File: src/rtl/tff_mod_counter_pkg.sv
// tff_mod_counter_pkg: shared constants for the modulo-N toggle counter
//   COUNT_UP / COUNT_DOWN : encodings of the up input
//   DEFAULT_WIDTH         : default counter width
package tff_mod_counter_pkg;
   localparam logic COUNT_UP      = 1'b1;
   localparam logic COUNT_DOWN    = 1'b0;
   localparam int   DEFAULT_WIDTH = 4;
endpackage

File: src/rtl/tff_mod_counter_tff_cell.sv
// tff_cell: behavioural toggle flip-flop, async active-low reset to Q=0
//   T    in  toggle request, sampled on rising clk
//   clk  in  clock
//   nRst in  asynchronous active-low reset
//   Q    out stored bit
//   nQ   out inverse of Q
module tff_cell
   import tff_mod_counter_pkg::*;
(
   input  logic T,
   input  logic clk,
   input  logic nRst,
   output logic Q,
   output logic nQ
);
   logic q_q;
   always_ff @(posedge clk or negedge nRst)
      if (!nRst) q_q <= 1'b0;
      else if (T) q_q <= ~q_q;
   assign Q  = q_q;
   assign nQ = ~q_q;
endmodule

File: src/rtl/tff_mod_counter.sv
// tff_mod_counter: modulo-N up/down counter built from a column of toggle cells
//   clk  in  clock, rising edge
//   nRst in  asynchronous active-low reset
//   en   in  count enable
//   up   in  direction (1 = up, 0 = down)
//   load in  synchronous load of d (clamped to MODULUS-1), beats en
//   d    in  load value
//   Q    out current count
//   nQ   out ~Q
//   tc   out combinational terminal count
//   wrap out registered pulse the cycle after a wrap
module tff_mod_counter
   import tff_mod_counter_pkg::*;
#(
   parameter int WIDTH   = DEFAULT_WIDTH,
   parameter int MODULUS = 2**WIDTH
) (
   input  logic             clk,
   input  logic             nRst,
   input  logic             en,
   input  logic             up,
   input  logic             load,
   input  logic [WIDTH-1:0] d,
   output logic [WIDTH-1:0] Q,
   output logic [WIDTH-1:0] nQ,
   output logic             tc,
   output logic             wrap
);
   localparam logic [WIDTH-1:0] MAX   = WIDTH'(MODULUS - 1);
   localparam logic [WIDTH:0]   MOD_W = (WIDTH + 1)'(MODULUS);
   logic [WIDTH-1:0] next_d, t, q_bits, nq_bits, load_val;
   logic             at_max, at_zero, wrap_d, wrap_q;
   assign at_max   = Q == MAX;
   assign at_zero  = Q == '0;
   // widened compare so a full power-of-two modulus never clamps
   assign load_val = ({1'b0, d} >= MOD_W) ? MAX : d;
   assign tc       = en & ((up == COUNT_UP) ? at_max : at_zero);
   always_comb begin
      next_d = load ? load_val
             : !en  ? Q
             : (up == COUNT_UP) ? (at_max ? '0 : Q + WIDTH'(1))
             : (at_zero ? MAX : Q - WIDTH'(1));
      wrap_d = !load & tc;
   end
   // every state change is expressed as a toggle of the differing bits
   assign t = Q ^ next_d;
   for (genvar i = 0; i < WIDTH; i++) begin : g_cell
      tff_cell u_cell (
         .T   (t[i]),
         .clk (clk),
         .nRst(nRst),
         .Q   (q_bits[i]),
         .nQ  (nq_bits[i])
      );
   end
   always_ff @(posedge clk or negedge nRst)
      if (!nRst) wrap_q <= 1'b0;
      else wrap_q <= wrap_d;
   assign Q    = q_bits;
   assign nQ   = nq_bits;
   assign wrap = wrap_q;
endmodule

File: config.mk
export PLATFORM = sky130hd
export DESIGN_NAME = tff_mod_counter
export DESIGN_NICKNAME = d
export VERILOG_FILES = /design/src/rtl/tff_mod_counter_pkg.sv /design/src/rtl/tff_mod_counter_tff_cell.sv /design/src/rtl/tff_mod_counter.sv
export SDC_FILE = /design/constraint.sdc
export NUM_CORES = 1
export LEC_CHECK = 0
export ABC_AREA = 1
export CAP_MARGIN = 30
export CORE_AREA = 2 2 39 41
export DETAILED_ROUTE_END_ITERATION = 12
export DIE_AREA = 0 0 41 43
export DONT_BUFFER_PORTS = 1
export PLACE_DENSITY = 0.53
export SETUP_SLACK_MARGIN = 0.1
export SLEW_MARGIN = 20
export SYNTH_ARGS = -nofsm -noshare
export SYNTH_HDL_FRONTEND = slang
export SYNTH_HIERARCHICAL = 1
export SYNTH_SLANG_ARGS = --single-unit
File: constraint.sdc
create_clock -name clk -period 1.64 [get_ports clk]
set_input_delay 0.246 -clock clk [delete_from_list [all_inputs] [get_ports clk]]
set_output_delay 0.246 -clock clk [all_outputs]
set_load 0.01 [all_outputs]
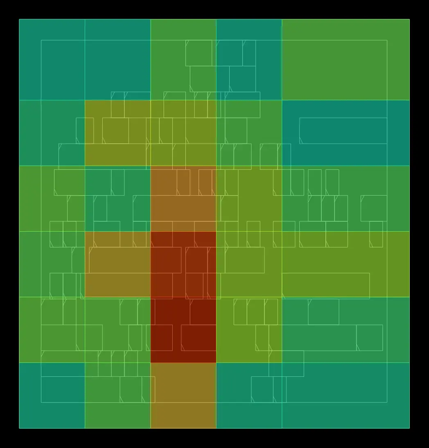
Fig. 1. Track usage over the die (run 1).
grt met3 use: 5.759%
GRT busiest layer: met2
met2 global-route usage: 26.56%

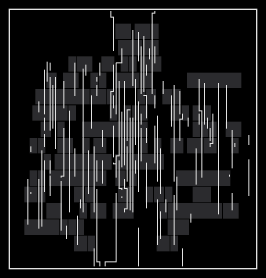
Fig. 2. Met2 routing (run 1).
(6 px per um) Cells faint in the background.
- wire length on this layer: 649 um
- longest straight run: 23.8 um
- share of all routed wire: 52%

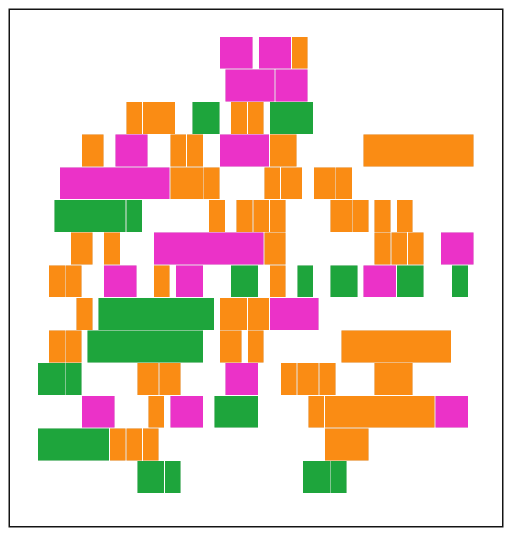
Fig. 3. Cells by drive strength (run 1).
(12 px per um)
- _3 and _4 cells: magenta (cells 17; share 19%; most used buf_4)
- _2 cells: green (cells 19; share 21%; most used inv_2)
- _0 and _1 cells: orange (cells 55; share 60%; most used nand2_1)

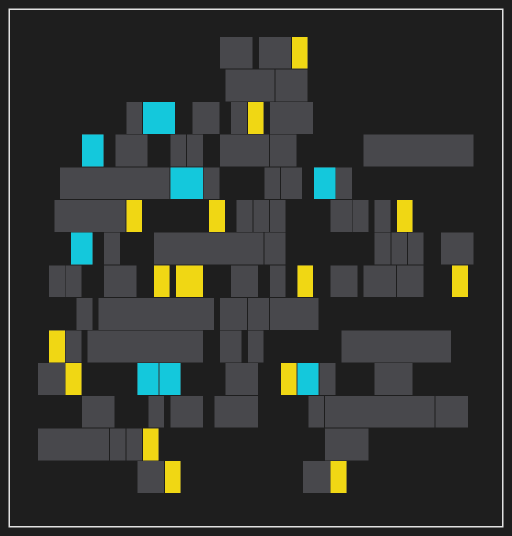
Fig. 4. Selected gate families (run 1).
(12 px per um)
- inverting AOI/OAI gates: cyan (cells 8)
- inverters: yellow (cells 15)

==> results.sh, run 1 <==
# source this file to load flow results
export IMPL_synth_flop_count=5
export IMPL_dieArea_mm2=0.001763
export IMPL_firstDrtPassIters=4
export IMPL_holdWs_ns=0.07817
export IMPL_slew_headroom_pct=79.43
export IMPL_r2r_end="g_cell[0].u_cell/Q"
export IMPL_grt_pass1_vias=492
export IMPL_antenna_found_initial=0
export IMPL_die_size_y_um=43
export IMPL_hpwl_um=953
export IMPL_cts_hold_buf=1
export IMPL_drive_gt1_share_pct=39.56
export IMPL_cts_buffer_depth=2
export IMPL_htreeDepth=1
export IMPL_aoi_share_pct=9.184
export IMPL_wl_per_cell_um=11.57
export IMPL_clock_fmax_ghz=0.6103
export IMPL_xor_area_share_pct=5.357
export IMPL_hp_class="input pin to register"
export IMPL_cts_root_buf="clkbuf_4"
export IMPL_synth_async_reset_ratio_pct=100.0
export IMPL_cp_start_kind="register"
export IMPL_rows=14
export IMPL_place_area_um2=558.0
export IMPL_diodes=0
export IMPL_criticalPathCategory="register to primary output"
export IMPL_drv_cap=0
export IMPL_rrSetupSlack_ns=0.10
export IMPL_fin_skew_ns=0.005062
export IMPL_worstHoldStart="load"
export IMPL_synth_edff_count=0
export IMPL_fin_nets=103
export IMPL_startpoint="g_cell[1].u_cell/Q"
export IMPL_setup_viol=0
export IMPL_required_ns=1.39
export IMPL_insertion_delay_ns=0.25
export IMPL_pre_cts_slack_ns=0.07985
export IMPL_cp_end_kind="primary output"
export IMPL_synth_avg_cell_area_um2=6.208
export IMPL_grt_max_degree=9
export IMPL_yosys_cell_types_count=21
export IMPL_netlist_instances=79
export IMPL_synth_seq_area_share_pct=25.51
export IMPL_fp_nets=90
export IMPL_coreArea_mm2=0.001384
export IMPL_yosys_area_share_simple_pct=42.35
export IMPL_clkTransAtPathRegs_ns=0.05
export IMPL_holdPathStages=1
export IMPL_finalCoreUtilization_pct=48.55
export IMPL_ioPinCount=19
export IMPL_grt_ovfl_total=0
export IMPL_p_per_area_mw_per_mm2=1937
export IMPL_cts_tree="done"
export IMPL_rsz0062_at_grt="yes"
export IMPL_grtUsageTotal_pct=16.16
export IMPL_die_w_um=41
export IMPL_top_logic_kind="simple AND/OR/NAND/NOR gates"
export IMPL_cp_max_fo=4
export IMPL_worst_pin_slew_ns=0.3057
export IMPL_viasPerCell=4.804
export IMPL_numCtsBuffers=3
export IMPL_final_cells=107
export IMPL_rr_startpoint="g_cell[1].u_cell/Q"
export IMPL_ys_area_um2=490.5
export IMPL_post_route_period_util_pct=99.90
export IMPL_common_cells="nand2_1, inv_1, nand3_1"
export IMPL_ant_nets=0
export IMPL_wirelength_um=1238
export IMPL_min_to="wrap"
export IMPL_synth_area_top_cells="dfrtp_1, nand2_1, inv_1"
export IMPL_io_buffers=0
export IMPL_synth_main_ff_cell="dfrtp_1"
export IMPL_crit_path_end="tc"
export IMPL_finalPower_mw=1.302
export IMPL_area_delta_synth_final_pct=36.99
export IMPL_synth_area_um2=490.5
export IMPL_mux_share_pct=0
export IMPL_warnings=29
export IMPL_synth_most_common_cell="nand2_1"
export IMPL_drtIter0Drc=19
export IMPL_slew_viol_final=0
export IMPL_cts_setup_buffers=2
export IMPL_grt_pass1_wl_um=1938
export IMPL_crit_arrival_ns=1.39
export IMPL_vias=514
export IMPL_outcome="finished clean"
export IMPL_drcViolationCount=0
export IMPL_worst_slack_ns=0.001558
export IMPL_synthAdderAreaFrac_pct=5.102
export IMPL_p_leak_nw=0.3462
export IMPL_peakVddDrop_mv=1.001
export IMPL_gp_congestion=0.7909
export IMPL_post_cts_resized=6
export IMPL_final_area_um2=671.9
export IMPL_ff2ff_path_depth=12
export IMPL_fp_utilization_pct=35.44
export IMPL_hold_viol=0
export IMPL_yosys_warnings=6
export IMPL_top_area_cell="dfrtp_1"
export IMPL_top_cell_area_share_pct=25.51
export IMPL_fin_crit_ns=1.638
export IMPL_synth_cells_yosys=79
export IMPL_tns_ns=0
export IMPL_place_inst=99
export IMPL_cts_sinks=5
-- run 1: critical path: stages, from the launching register on --
cell and delay, ns:
dfrtp_2 0.46, inv_2 0.09, ha_4 0.14, nand2_4 0.06, nor2_4 0.11, nor2_4 0.05, nor3_2 0.09, buf_4 0.14
-- run 1: routing by layer --
metal	up-vias	wire (um)	global-route usage, %
li1	270	-	-
met4	0	0	4.000
met2	18	648	26.56
met3	0	85	5.759
met5	-	0	0
met1	226	503	18.97
-- run 1: cell usage in the layout, fill, tap and decap left out --
cell type / count
inv_2: 6
ha_4: 2
dlygate4sd3_1: 1
nor3_2: 1
nand3_1: 5
buf_4: 8
inv_1: 8
nor2_4: 2
xnor2_2: 1
dfrtp_2: 2
clkbuf_1: 1
nand2_1: 24
a21oi_1: 3
nand3_2: 1
xnor2_1: 1
nor2_1: 2
o211ai_1: 2
nor4_1: 1
nor2_2: 1
inv_4: 1
nand2_2: 5
nand2_4: 1
dfrtp_1: 3
clkbuf_4: 3
xor2_2: 1
o21ai_0: 2
or2_2: 1
o21ai_1: 1
nand4_1: 1
-- run 1: sequential cells by signal (all words and copies together) (netlist names) --
name	cells
wrap	1
g_cell.u_cell/Q	4
-- run 1: kinds of logic after synthesis --
kind of cell    count (synthesis)
compound gates                  8
simple gates                   45
xor+xnor                        3
buf+inv                        16
flops                           5
fa+ha+maj                       2
-- run 1: final cells by class --
cell class	instances	area [um^2]
inverter	15	58.81
sequential	5	127.6
timing repair buffer	9	70.07
multi-input combinational	58	369.1
clock buffer	4	26.28
tap	16	20.02
fill	141	711.9
-- run 1: report_power, final --
part           switching (mW)  internal (mW)
registers               0.112          0.183
logic                   0.480          0.380
clock network          0.0544         0.0922
total                   0.647          0.655
==> run 2, diff against run 1 <==
Settings changed: CORE_AREA 2 2 39 41 to 5 5 42 44, CTS_CLUSTER_DIAMETER set to 80, DIE_AREA 0 0 41 43 to 0 0 47 49, PLACE_DENSITY 0.53 to 0.51.
Clock period 1.64 ns to 1.54 ns, I/O delays scaled along.
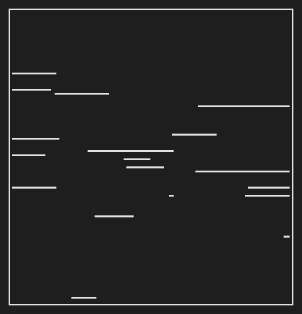
Fig. 5. Signal wires on met3 (run 2).
(6 px per um)
- wire length on this layer: 129 um
- longest straight run: 15.4 um
- main direction: horizontal
- share of all routed wire: 9.8%

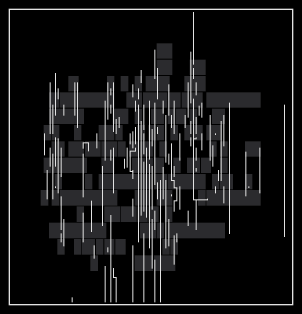
Fig. 6. Met2 routing (run 2).
(6 px per um) Cells faint in the background.
- wire length on this layer: 637 um
- main direction: vertical
- share of all routed wire: 49%
- nets with wire on the layer: 83
- longest straight run: 22.8 um
vias: 542
Total Wirelength: 1309 um
met2 global-route usage: 18.78%

==> run 2 against run 1 <==
The run now ends with negative setup slack left. Core utilization is 1.4 points higher. Routed wire length is 5.7% higher. Design area grew 4.3%. Largest cell class unchanged.
==> results.sh, run 2 <==
# source this file to load flow results
export IMPL_grt_max_degree=9
export IMPL_synth_cells_yosys=79
export IMPL_hp_class="input pin to register"
export IMPL_final_cell_mix="nand2_1, buf_4, inv_1"
export IMPL_final_common_cell="nand2_1"
export IMPL_startpoint="g_cell[0].u_cell/Q"
export IMPL_drv_cap=0
export IMPL_firstDrtPassIters=4
export IMPL_grt_pass1_vias=492
export IMPL_finalPower_mw=1.445
export IMPL_synth_area_top_cells="dfrtp_1, nand2_1, inv_1"
export IMPL_drtIter0Drc=4
export IMPL_crit_arrival_ns=1.34
export IMPL_criticalPathCategory="register to primary output"
export IMPL_yosys_warnings=6
export IMPL_synth_most_common_cell="nand2_1"
export IMPL_viasPerCell=4.927
export IMPL_fp_nets=90
export IMPL_final_cells=110
export IMPL_outcome="finished, violations left"
export IMPL_cts_tree="done"
export IMPL_largest_reg_flops=4
export IMPL_ys_area_um2=490.5
export IMPL_common_cells="nand2_1, inv_1, nand3_1"
export IMPL_io_buffers=0
export IMPL_finalCoreUtilization_pct=50.00
export IMPL_clkTransAtPathRegs_ns=0.05
export IMPL_synth_flop_count=5
export IMPL_top_area_cell="dfrtp_1"
export IMPL_diodes=0
export IMPL_p_per_area_mw_per_mm2=2063
export IMPL_fin_nets=106
export IMPL_p_leak_nw=0.3538
export IMPL_grt_pass1_wl_um=2118
export IMPL_place_area_um2=565.5
export IMPL_cp_end_kind="primary output"
export IMPL_wl_per_cell_um=11.90
export IMPL_worst_pin_slew_ns=0.2487
export IMPL_rows=14
export IMPL_ff2ff_path_depth=9
export IMPL_holdPathStages=1
export IMPL_holdWs_ns=0.04252
export IMPL_ant_nets=0
export IMPL_cts_sinks=5
export IMPL_area_delta_synth_final_pct=42.86
export IMPL_die_size_y_um=49
export IMPL_htreeDepth=1
export IMPL_cts_root_buf="clkbuf_4"
export IMPL_final_area_um2=700.7
export IMPL_clock_fmax_ghz=0.6360
export IMPL_yosys_cell_types_count=21
export IMPL_cts_buffer_depth=2
export IMPL_tns_ns=-0.03227
export IMPL_drive_gt1_share_pct=43.62
export IMPL_synth_area_um2=490.5
export IMPL_worst_slack_ns=-0.03227
export IMPL_cp_start_kind="register"
export IMPL_dieArea_mm2=0.002303
export IMPL_insertion_delay_ns=0.25
export IMPL_synth_main_ff_cell="dfrtp_1"
export IMPL_numCtsBuffers=3
export IMPL_setup_viol=1
export IMPL_warnings=30
export IMPL_cp_max_fo=4
export IMPL_hold_viol=0
export IMPL_top_cell_area_share_pct=25.51
export IMPL_netlist_instances=79
export IMPL_drcViolationCount=0
export IMPL_required_ns=1.31
export IMPL_place_inst=99
export IMPL_coreArea_mm2=0.001401
export IMPL_post_route_period_util_pct=102.1
export IMPL_synth_avg_cell_area_um2=6.208
export IMPL_ioPinCount=19
export IMPL_synth_edff_count=0
export IMPL_grt_ovfl_total=0
export IMPL_rr_startpoint="g_cell[0].u_cell/Q"
export IMPL_die_w_um=47
export IMPL_fin_crit_ns=1.572
export IMPL_slew_headroom_pct=83.37
export IMPL_synth_async_reset_ratio_pct=100.0
export IMPL_grtUsageTotal_pct=12.77
export IMPL_pre_cts_slack_ns=0.03359
export IMPL_gp_congestion=0.6991
export IMPL_worstHoldStart="load"
export IMPL_rsz0062_at_grt="yes"
export IMPL_peakVddDrop_mv=1.013
export IMPL_fp_utilization_pct=35.00
export IMPL_hpwl_um=987
export IMPL_antenna_found_initial=0
export IMPL_synth_seq_area_share_pct=25.51
export IMPL_violations="negative setup slack"
export IMPL_fin_skew_ns=0.004456
export IMPL_slew_viol_final=0
-- run 2: cell counts after synthesis --
No cell type changed its count.
-- run 2: power by group --
part | internal [mW] | switching, mW
Clock | 0.0985 | 0.0624
Sequential | 0.197 | 0.117
Combinational | 0.443 | 0.528
-- run 2: cells by family (layout without fill, tap and decap cells) --
family          after synthesis  in the layout  synth area share (%)
buf+inv                      16             31                 12.50
xor+xnor                      3              3                 5.358
flops                         5              5                 25.51
compound gates                8              8                 9.181
simple gates                 45             45                 42.35
fa+ha+maj                     2              2                 5.101
-- run 2: worst paths after layout --
check | slack (ns) | to
worst max-delay path | -0.03 | tc
worst min-delay path | 0.04 | wrap
worst max register to register | 0.01 | g_cell[1].u_cell/Q
worst min register to register | 0.72 | g_cell[0].u_cell/Q
max in group asynchronous | 1.04 | g_cell[1].u_cell/Q
min in group asynchronous | 0.28 | g_cell[3].u_cell/Q
-- run 2: critical path, stage by stage, from the launching register on --
cell and delay, ns:
dfrtp_2 0.44, inv_4 0.08, ha_4 0.13, nand2_2 0.06
nor2_4 0.11, nor2_4 0.05, nor3_2 0.09, buf_4 0.14
-- run 2: metal layers --
layer  part of all wire (%)  global-route usage [%]
met5                      0                       0
met4                    1.8                   5.530
met3                    9.8                   7.749
met2                     49                   18.78
met1                     40                   14.38
-- run 2: final cells by class --
type | count | area (um^2)
fillers | 161 | 700.7
well taps | 16 | 20.02
multi-input cells | 58 | 374.1
repair buffers | 12 | 92.59
inverters | 15 | 58.81
flip-flops and latches | 5 | 128.9
clock buffers | 4 | 26.28
-- run 2: timing repair --
| action | CTS | global route |
|---|---|---|
| setup buffers | 4 | 2 |
| pin swaps | 0 | 6 |
| hold endpoints to repair | 5 | 0 |
| resized | 4 | 8 |
| hold buffers | 1 | 0 |
| setup endpoints to repair | 3 | 5 |
==> run 3, diff against run 2 <==
Settings changed: PLACE_DENSITY 0.51 to 0.53, SLEW_MARGIN 20 to unset.
Clock period 1.54 ns to 1.4 ns, I/O delays scaled along.
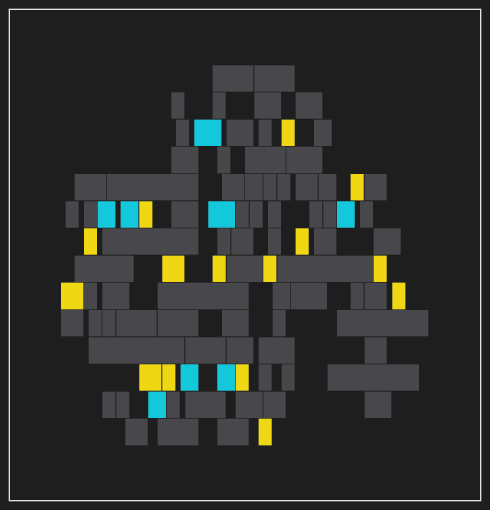
Fig. 7. Selected gate families (run 3).
(10 px per um)
- inverting AOI/OAI gates: cyan (cells 8)
- inverters: yellow (cells 15)
Final Non-Filler Cells: 113
most frequent logic cell in the layout: nand2_1
logic share of the area: 48.98%

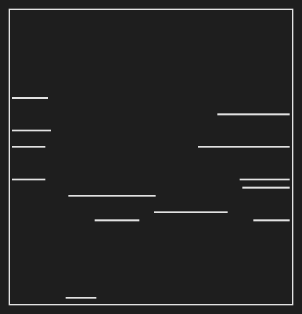
Fig. 8. Signal wires on met3 (run 3).
(6 px per um)
- wire length on this layer: 109 um
- longest straight run: 14.9 um
- main direction: horizontal
- nets with wire on the layer: 11
grt met3 use: 7.380%
vias: 543
Total Wirelength: 1314 um

==> run 3 against run 2 <==
The run still ends with negative setup slack left. Cell count is 2.7% higher. Routed wire length rose by 0.38%. Combinational power grew about 20%. Synthesized area is the same. Largest cell class unchanged. Largest power group unchanged.
==> results.sh, run 3 <==
# source this file to load flow results
export IMPL_outcome="finished, violations left"
export IMPL_violations="negative setup slack"
export IMPL_cp_start_kind="register"
export IMPL_synth_area_top_cells="dfrtp_1, nand2_1, inv_1"
export IMPL_yosys_cell_types_count=21
export IMPL_slew_headroom_pct=79.05
export IMPL_io_buffers=0
export IMPL_synth_flop_count=5
export IMPL_post_route_period_util_pct=111.5
export IMPL_comb_power_mw=1.17
export IMPL_mux_share_pct=0
export IMPL_slew_viol_final=0
export IMPL_rows=14
export IMPL_power_clock_total_mw=0.170
export IMPL_power_share_sequential_pct=20.1
export IMPL_final_area_um2=738.2
export IMPL_antenna_found_initial=0
export IMPL_die_size_y_um=49
export IMPL_clkTransAtPathRegs_ns=0.05
export IMPL_peakVddDrop_mv=1.371
export IMPL_aoi_share_pct=9.184
export IMPL_insertion_delay_ns=0.25
export IMPL_yosys_warnings=6
export IMPL_warnings=30
export IMPL_place_inst=104
export IMPL_fp_nets=90
export IMPL_synth_seq_area_share_pct=25.51
export IMPL_worst_pin_slew_ns=0.3113
export IMPL_die_w_um=47
export IMPL_grt_ovfl_total=0
export IMPL_setup_viol=4
export IMPL_p_per_area_mw_per_mm2=2264
export IMPL_ioPinCount=19
export IMPL_gp_congestion=0.7451
export IMPL_wl_met2_um=680
export IMPL_xor_area_share_pct=5.357
export IMPL_top_power_group="combinational logic"
export IMPL_p_clk_share_pct=10.2
export IMPL_grtUsageTotal_pct=12.36
export IMPL_hp_class="input pin to register"
export IMPL_synth_avg_cell_area_um2=6.208
export IMPL_area_delta_synth_final_pct=50.51
export IMPL_drcViolationCount=0
export IMPL_synth_area_um2=490.5
export IMPL_internal_power_mw=0.8840
export IMPL_cts_root_buf="clkbuf_4"
export IMPL_wl_met3_um=108
export IMPL_ys_area_um2=490.5
export IMPL_crit_arrival_ns=1.35
export IMPL_worst_slack_ns=-0.1610
export IMPL_crit_slowest_cell="dfrtp_2"
export IMPL_cp_end_kind="primary output"
export IMPL_grt_pass1_wl_um=1987
export IMPL_use_met1_pct=12.64
export IMPL_drv_cap=0
export IMPL_powerSeq_mw=0.336
export IMPL_rsz0062_at_grt="yes"
export IMPL_place_area_um2=603.1
export IMPL_wl_per_cell_um=11.63
export IMPL_drive_gt1_share_pct=45.36
export IMPL_p_switching_mw=0.7874
export IMPL_netlist_instances=79
export IMPL_top_area_cell="dfrtp_1"
export IMPL_cts_tree="done"
export IMPL_drtIter0Drc=5
export IMPL_crit_buf_inv=2
export IMPL_firstDrtPassIters=3
export IMPL_fp_utilization_pct=35.00
export IMPL_cp_common_cell="nor2_4"
export IMPL_fillCellCount=158
export IMPL_ant_nets=0
export IMPL_synth_edff_count=0
export IMPL_swShare_pct=47.11
export IMPL_fin_skew_ns=0.004178
export IMPL_cts_sinks=5
export IMPL_criticalPathCategory="register to primary output"
export IMPL_grt_max_degree=9
export IMPL_synth_most_common_cell="nand2_1"
export IMPL_numCtsBuffers=3
export IMPL_grt_pass1_vias=484
export IMPL_cts_buffer_depth=2
export IMPL_cpLargestDelayFamily="flip-flops"
export IMPL_top_cell_area_share_pct=25.51
export IMPL_cp_max_fo=3
export IMPL_required_ns=1.19
export IMPL_comb_power_share_pct=69.7
export IMPL_fin_crit_ns=1.561
export IMPL_viasPerCell=4.805
export IMPL_coreArea_mm2=0.001401
export IMPL_grt_met2_usage_pct=20.14
export IMPL_final_cell_mix="nand2_1, buf_4, inv_1, nand2_2, buf_6"
export IMPL_largest_reg_flops=4
export IMPL_synth_main_ff_cell="dfrtp_1"
export IMPL_hold_viol=0
export IMPL_topRoutingLayerUsed="met4"
[run 3: per-stage QoR]
step | setup WS [ns] | hold WS (ns) | total power, mW | TNS [ns]
3_5_place_dp | -0.1122 | -0.08541 | 1.255 | -0.2426
2_1_floorplan | -0.09087 | -0.08559 | 0.9643 | -0.1777
4_1_cts | -0.1679 | 0.03782 | 1.527 | -0.3648
6_report | -0.1610 | 0.04758 | 1.671 | -0.4089
5_1_grt | -0.2411 | 0.02920 | 1.820 | -0.8399
3_3_place_gp | -0.06848 | -0.08546 | 1.232 | -0.1789
[run 3: timing repair]
action                                 4_1_cts  5_1_grt
gates cloned                                 0        0
hold buffers                                 1        0
endpoints found under the hold margin        5        0
setup buffers                                2        2
gates resized                                6       13
pin swaps                                    1        9
setup endpoints to repair                    5        6
[run 3: final cells by class]
| class | count | area [um^2] | share of cell area (%) |
|---|---|---|---|
| Timing Repair Buffer | 15 | 137.6 | 18.64 |
| Tap cell | 16 | 20.02 | 2.712 |
| Inverter | 15 | 63.81 | 8.644 |
| Clock buffer | 4 | 26.28 | 3.559 |
| Multi-Input combinational cell | 58 | 361.6 | 48.98 |
| Sequential cell | 5 | 128.9 | 17.46 |
[run 3: worst paths after layout]
path | from | end | slack, ns | cells after the start
min in group asynchronous | nRst | g_cell[3].u_cell/Q | 0.26 | 1
setup / recovery | g_cell[0].u_cell/Q | tc | -0.16 | 7
hold / removal | load | wrap | 0.05 | 1
hold reg to reg | g_cell[2].u_cell/Q | wrap | 0.72 | 3
setup reg to reg | g_cell[0].u_cell/Q | g_cell[0].u_cell/Q | -0.10 | 12
max in group asynchronous | nRst | g_cell[1].u_cell/Q | 0.92 | 1
[run 3: cell families after synthesis]
group           after synthesis
simple gates                 45
buf+inv                      16
compound gates                8
flops                         5
xor+xnor                      3
fa+ha+maj                     2
Power and IR drop assume default switching activity.
